$ cat src/rtl/imem_pkg.sv
`default_nettype none
// +----------------------------------------------------------------------+
// | imem_pkg                                                             |
// | Shared definitions for the LEGv8 instruction RAM and its loader.     |
// | Revision: 1.0                                                        |
// +----------------------------------------------------------------------+
package imem_pkg;

  localparam int IMEM_ADDR_W = 7;
  localparam int IMEM_DEPTH  = 128;

  typedef enum logic [1:0] {
    IDLE  = 2'd0,
    LOAD  = 2'd1,
    WRITE = 2'd2,
    DONE  = 2'd3
  } loader_state_t;

endpackage : imem_pkg
`default_nettype wire

$ cat src/rtl/word_assembler.sv
`default_nettype none
// +----------------------------------------------------------------------+
// | word_assembler                                                       |
// | Packs four bytes little-endian into a 32-bit instruction word.       |
// | Revision: 1.0                                                        |
// +----------------------------------------------------------------------+
module word_assembler (
  input  logic        clk,
  input  logic        reset,
  input  logic        load_en,
  input  logic        clear,
  input  logic [7:0]  byte_in,
  output logic [31:0] word,
  output logic        last
);

  logic [1:0]  r_idx;
  logic [31:0] r_word;

  // Bytes are inserted in place rather than shifted, so byte k always lands at [8k+7:8k].
  always_ff @(posedge clk or negedge reset) begin
    if (!reset) begin
      r_idx  <= 2'd0;
      r_word <= 32'd0;
    end else if (clear) begin
      r_idx  <= 2'd0;
      r_word <= 32'd0;
    end else if (load_en) begin
      r_word[{r_idx, 3'b000} +: 8] <= byte_in;
      r_idx                        <= r_idx + 2'd1;
    end
  end

  assign word = r_word;
  assign last = (r_idx == 2'd3);

endmodule : word_assembler
`default_nettype wire

$ cat src/rtl/imem_loader.sv
`default_nettype none
// +----------------------------------------------------------------------+
// | imem_loader                                                          |
// | Fills the instruction RAM from a byte stream while stalling the core.|
// | Revision: 1.0                                                        |
// +----------------------------------------------------------------------+
module imem_loader
  import imem_pkg::*;
#(
  parameter int N      = 32,
  parameter int ADDR_W = IMEM_ADDR_W
) (
  input  logic              clk,
  input  logic              reset,
  input  logic              start,
  input  logic [ADDR_W:0]   len,
  input  logic              abort,
  input  logic              s_valid,
  input  logic [7:0]        s_data,
  output logic              s_ready,
  output logic              we,
  output logic [ADDR_W-1:0] waddr,
  output logic [N-1:0]      wdata,
  output logic              core_hold,
  output logic              done,
  output logic              err,
  output logic [ADDR_W:0]   count
);

  localparam logic [ADDR_W:0] c_max_len = {1'b1, {ADDR_W{1'b0}}};

  loader_state_t   r_state;
  loader_state_t   w_state_next;
  logic [ADDR_W:0] r_len;
  logic [ADDR_W:0] r_count;
  logic            r_err;

  logic            w_len_ok;
  logic            w_start_ok;
  logic            w_accept;
  logic            w_last;
  logic [31:0]     w_word;
  logic [ADDR_W:0] w_count_inc;

  assign w_len_ok    = (len != '0) && (len <= c_max_len);
  assign w_start_ok  = (r_state == IDLE) && start && w_len_ok;
  // Abort takes priority: a byte presented alongside it is dropped.
  assign w_accept    = (r_state == LOAD) && s_valid && !abort;
  assign w_count_inc = r_count + 1'b1;

  word_assembler u_asm (
    .clk     (clk),
    .reset   (reset),
    .load_en (w_accept),
    .clear   (w_start_ok),
    .byte_in (s_data),
    .word    (w_word),
    .last    (w_last)
  );

  always_ff @(posedge clk or negedge reset) begin
    if (!reset) begin
      r_state <= IDLE;
    end else begin
      r_state <= w_state_next;
    end
  end

  always_comb begin
    w_state_next = r_state;
    case (r_state)
      IDLE: begin
        if (start) begin
          w_state_next = w_len_ok ? LOAD : DONE;
        end
      end
      LOAD: begin
        if (abort) begin
          w_state_next = DONE;
        end else if (w_accept && w_last) begin
          w_state_next = WRITE;
        end
      end
      WRITE: begin
        if ((w_count_inc == r_len) || abort) begin
          w_state_next = DONE;
        end else begin
          w_state_next = LOAD;
        end
      end
      DONE: begin
        w_state_next = IDLE;
      end
      default: begin
        w_state_next = IDLE;
      end
    endcase
  end

  always_ff @(posedge clk or negedge reset) begin
    if (!reset) begin
      r_len   <= '0;
      r_count <= '0;
      r_err   <= 1'b0;
    end else begin
      case (r_state)
        IDLE: begin
          if (start) begin
            // A legal start clears the sticky error; an illegal one raises it.
            r_err <= !w_len_ok;
          end
          if (w_start_ok) begin
            r_len   <= len;
            r_count <= '0;
          end
        end
        LOAD: begin
          if (abort) begin
            r_err <= 1'b1;
          end
        end
        WRITE: begin
          r_count <= w_count_inc;
          if (abort) begin
            r_err <= 1'b1;
          end
        end
        default: begin
        end
      endcase
    end
  end

  // Write port is decoded from registered state, so the RAM sees no input-to-output path.
  assign s_ready   = (r_state == LOAD);
  assign we        = (r_state == WRITE);
  assign waddr     = r_count[ADDR_W-1:0];
  assign wdata     = w_word;
  assign core_hold = (r_state != IDLE);
  assign done      = (r_state == DONE);
  assign err       = r_err;
  assign count     = r_count;

endmodule : imem_loader
`default_nettype wire

$ cat config.mk
export PLATFORM = sky130hd
export DESIGN_NAME = imem_loader
export DESIGN_NICKNAME = d
export VERILOG_FILES = /design/src/rtl/imem_pkg.sv /design/src/rtl/word_assembler.sv /design/src/rtl/imem_loader.sv
export SDC_FILE = /design/constraint.sdc
export NUM_CORES = 1
export LEC_CHECK = 0
export CAP_MARGIN = 20
export CORE_ASPECT_RATIO = 0.6
export CORE_UTILIZATION = 52
export CTS_CLUSTER_DIAMETER = 200
export CTS_CLUSTER_SIZE = 10
export DETAILED_ROUTE_END_ITERATION = 12
export PLACE_DENSITY = 0.87
export RECOVER_POWER = 100
export SYNTH_ARGS = -nofsm -noshare
export SYNTH_HDL_FRONTEND = slang
export SYNTH_SLANG_ARGS = --single-unit
$ cat constraint.sdc
create_clock -name clk -period 4.8 [get_ports clk]
set_clock_uncertainty 0.1 [all_clocks]
set_input_delay 1.2 -clock clk [delete_from_list [all_inputs] [get_ports clk]]
set_output_delay 1.2 -clock clk [all_outputs]
set_load 0.05 [all_outputs]
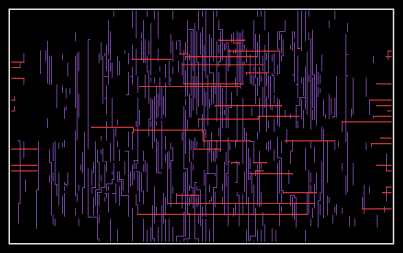
*Wiring by layer*
Scale: 4 px per um. Two of the layers only.
red -> met3  # wire length 412 um
purple -> met2  # wire length 2750 um

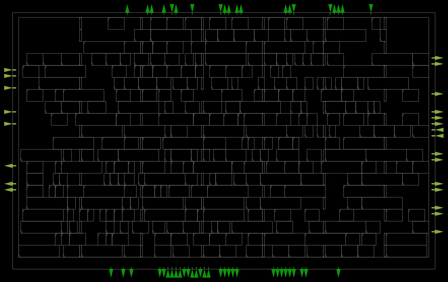
*Placement view*
fin cells: 380
Core Box Area: 5050 um2
# rows: 20
fillers: 361
sequential share of cell area: 37.8%

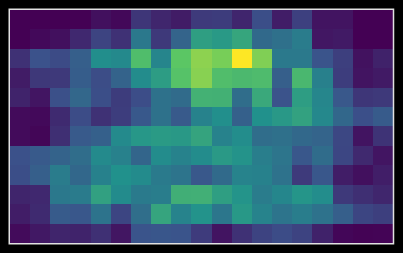
*Wire density map*
Scale: 4 px per um. The die is cut into 19 by 12 equal tiles; dark purple is low, yellow is high, scaled to the fullest tile. Values are wire area over tile area, all layers added.
fullest tile = 0.61
tiles over half the peak = 16%
nearly empty tiles = 5.7%
emptiest ninth of the die = top left
vias: 2181
Detailed Route WL: 6.59 mm
GRT Total Usage: 25.5%
Routed WL per cell: 17.3 um

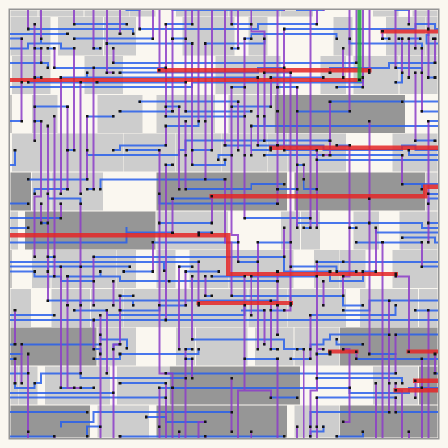
*Close-up of the layout*
Window x 33 to 63, y 14 to 44 um. Cells in gray, sequential cells in the stronger gray; small squares are vias.
purple -> met2
blue -> met1
green -> met4
red -> met3
most frequent = dfrtp_1 (10), nor2_1 (6)
sequential cells in the window = 10
cells with their middle in the window = 67
netlist names of flops here include = `u_asm.word` (6), `r_len` (2)

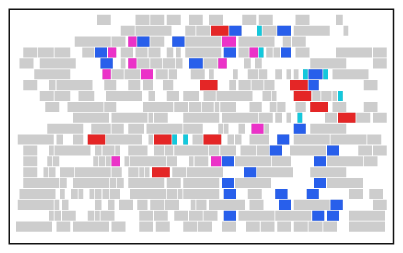
*Logic cells by family*
Scale: 4 px per um.
cyan -> inverters  # cells 8
red -> adder and majority cells  # cells 10
magenta -> AND and OR gates  # cells 11
blue -> AND-OR and OR-AND gates  # cells 28
most frequent logic cell in the layout: dlygate4sd3_1
Comb/total area: 35.6%

==> out/qor.yml <==
run_status:
  status: "finished with violations"
  violations: "capacitance limit, slew limit"
clock_tree:
  postCtsSetupBuffers: 0
  cts_resized: 0
  clock-sinks: 53
  cts_hold_buf: 0
sta:
  report.final.slew_viol_count: 54
  setup_ws_ns: 0.842
  finalSetupViolCount: 0
  slew_headroom_pct: -84.6
  finalHoldViolations: 0
  fmax_ghz: 0.253
  fin_crit_sh_pct: 82.5
  rsz0062_at_grt: "no"
floorplan:
  die_height_um: 58.2
  die_width_um: 95.7
  die_area_um2: 5570
setup_path:
  r2r-end: "u_asm.word[31]$_DFFE_PN0P_"
synthesis:
  simple_gate_share_pct: 17.3
  synth_seq_share_pct: 48.4
  yosys.area_share.aoi_pct: 17.8
  mux_share_pct: 3.29
  numSynthFlops: 53
  synth.avg_cell_area_um2: 11.1
  adder_share_pct: 4.57
global_routing:
  antenna_found_initial: 0
cells_and_area:
  lay_top_cells: "dlygate4sd3_1 (54), dfrtp_1 (53), a22o_1 (18)"
  drive_gt1_share_pct: 8.28
route:
  dr.pass1.iters: 4
  wl_met3_um: 412
  wl_met2_mm: 2.75
  highest_layer: "met4"
hold_path:
  hold_end: "u_asm.word[20]$_DFFE_PN0P_"
  min_path_cells: 1
flow_run:
  timing.max_cap.violations: 1
place:
  port_buffers: 72
  dpl.cell_count: 372
[registers in the layout (all words and copies together) (netlist names)]
register,flops
count,8
r_state,2
u_asm.r_idx,2
err,1
r_len,8
u_asm.word,32
[final cells by class]
| type | count | area (um2) |
|---|---|---|
| clock buffer | 5 | 68.8 |
| clock inverter | 3 | 26.3 |
| fill | 361 | 1540 |
| inverter | 8 | 30.0 |
| multi-input combinational | 171 | 1250 |
| sequential | 53 | 1330 |
| tap | 66 | 82.6 |
| timing repair buffer | 74 | 727 |
[worst max path at each step]
| stage | cells after the start | slack (ns) | startpoint | end |
|---|---|---|---|---|
| detailed placement | 6 | 1.14 | len[5] | u_asm.word[31]$_DFFE_PN0P_ |
| floorplan | 5 | 2.15 | len[0] | r_len[0]$_DFFE_PN0P_ |
| CTS | 4 | 1.28 | r_state[1]$_DFFE_PN0P_ | core_hold |
| finish | 6 | 0.84 | len[2] | u_asm.word[31]$_DFFE_PN0P_ |
| global placement | 6 | 1.26 | len[0] | u_asm.word[28]$_DFFE_PN0P_ |
| global route | 2 | 0.61 | reset | count[6]$_DFFE_PN0P_ |
[cells in the mapped netlist (all sizes together), types with 2 or more instances]
library cell  count
o21ai             5
mux2              8
inv               7
nor3b             5
nand3            12
a22o             18
a211o             4
a21oi            12
nor3              3
and3              5
o21a              2
o31ai             3
nand2            18
a221o             2
a22oi             8
nor4b             5
xnor2            10
xor2              3
and3b             2
buf              13
nor2             18
nor4              2
ha               10
dfrtp            53
nor2b             4
[critical path, cell delays in order]
cell           delay [ns]
dlygate4sd3_1        0.60
nor4_4               0.23
a21boi_0             0.26
nor3_2               1.01
a21oi_1              0.40
a22o_1               0.35
[where the power goes]
part	internal [mW]	switching [mW]
combinational	0.355	0.629
sequential	0.546	0.114
clock	0.107	0.155
total	1.01	0.898
Power is estimated from default activity; no workload was simulated.
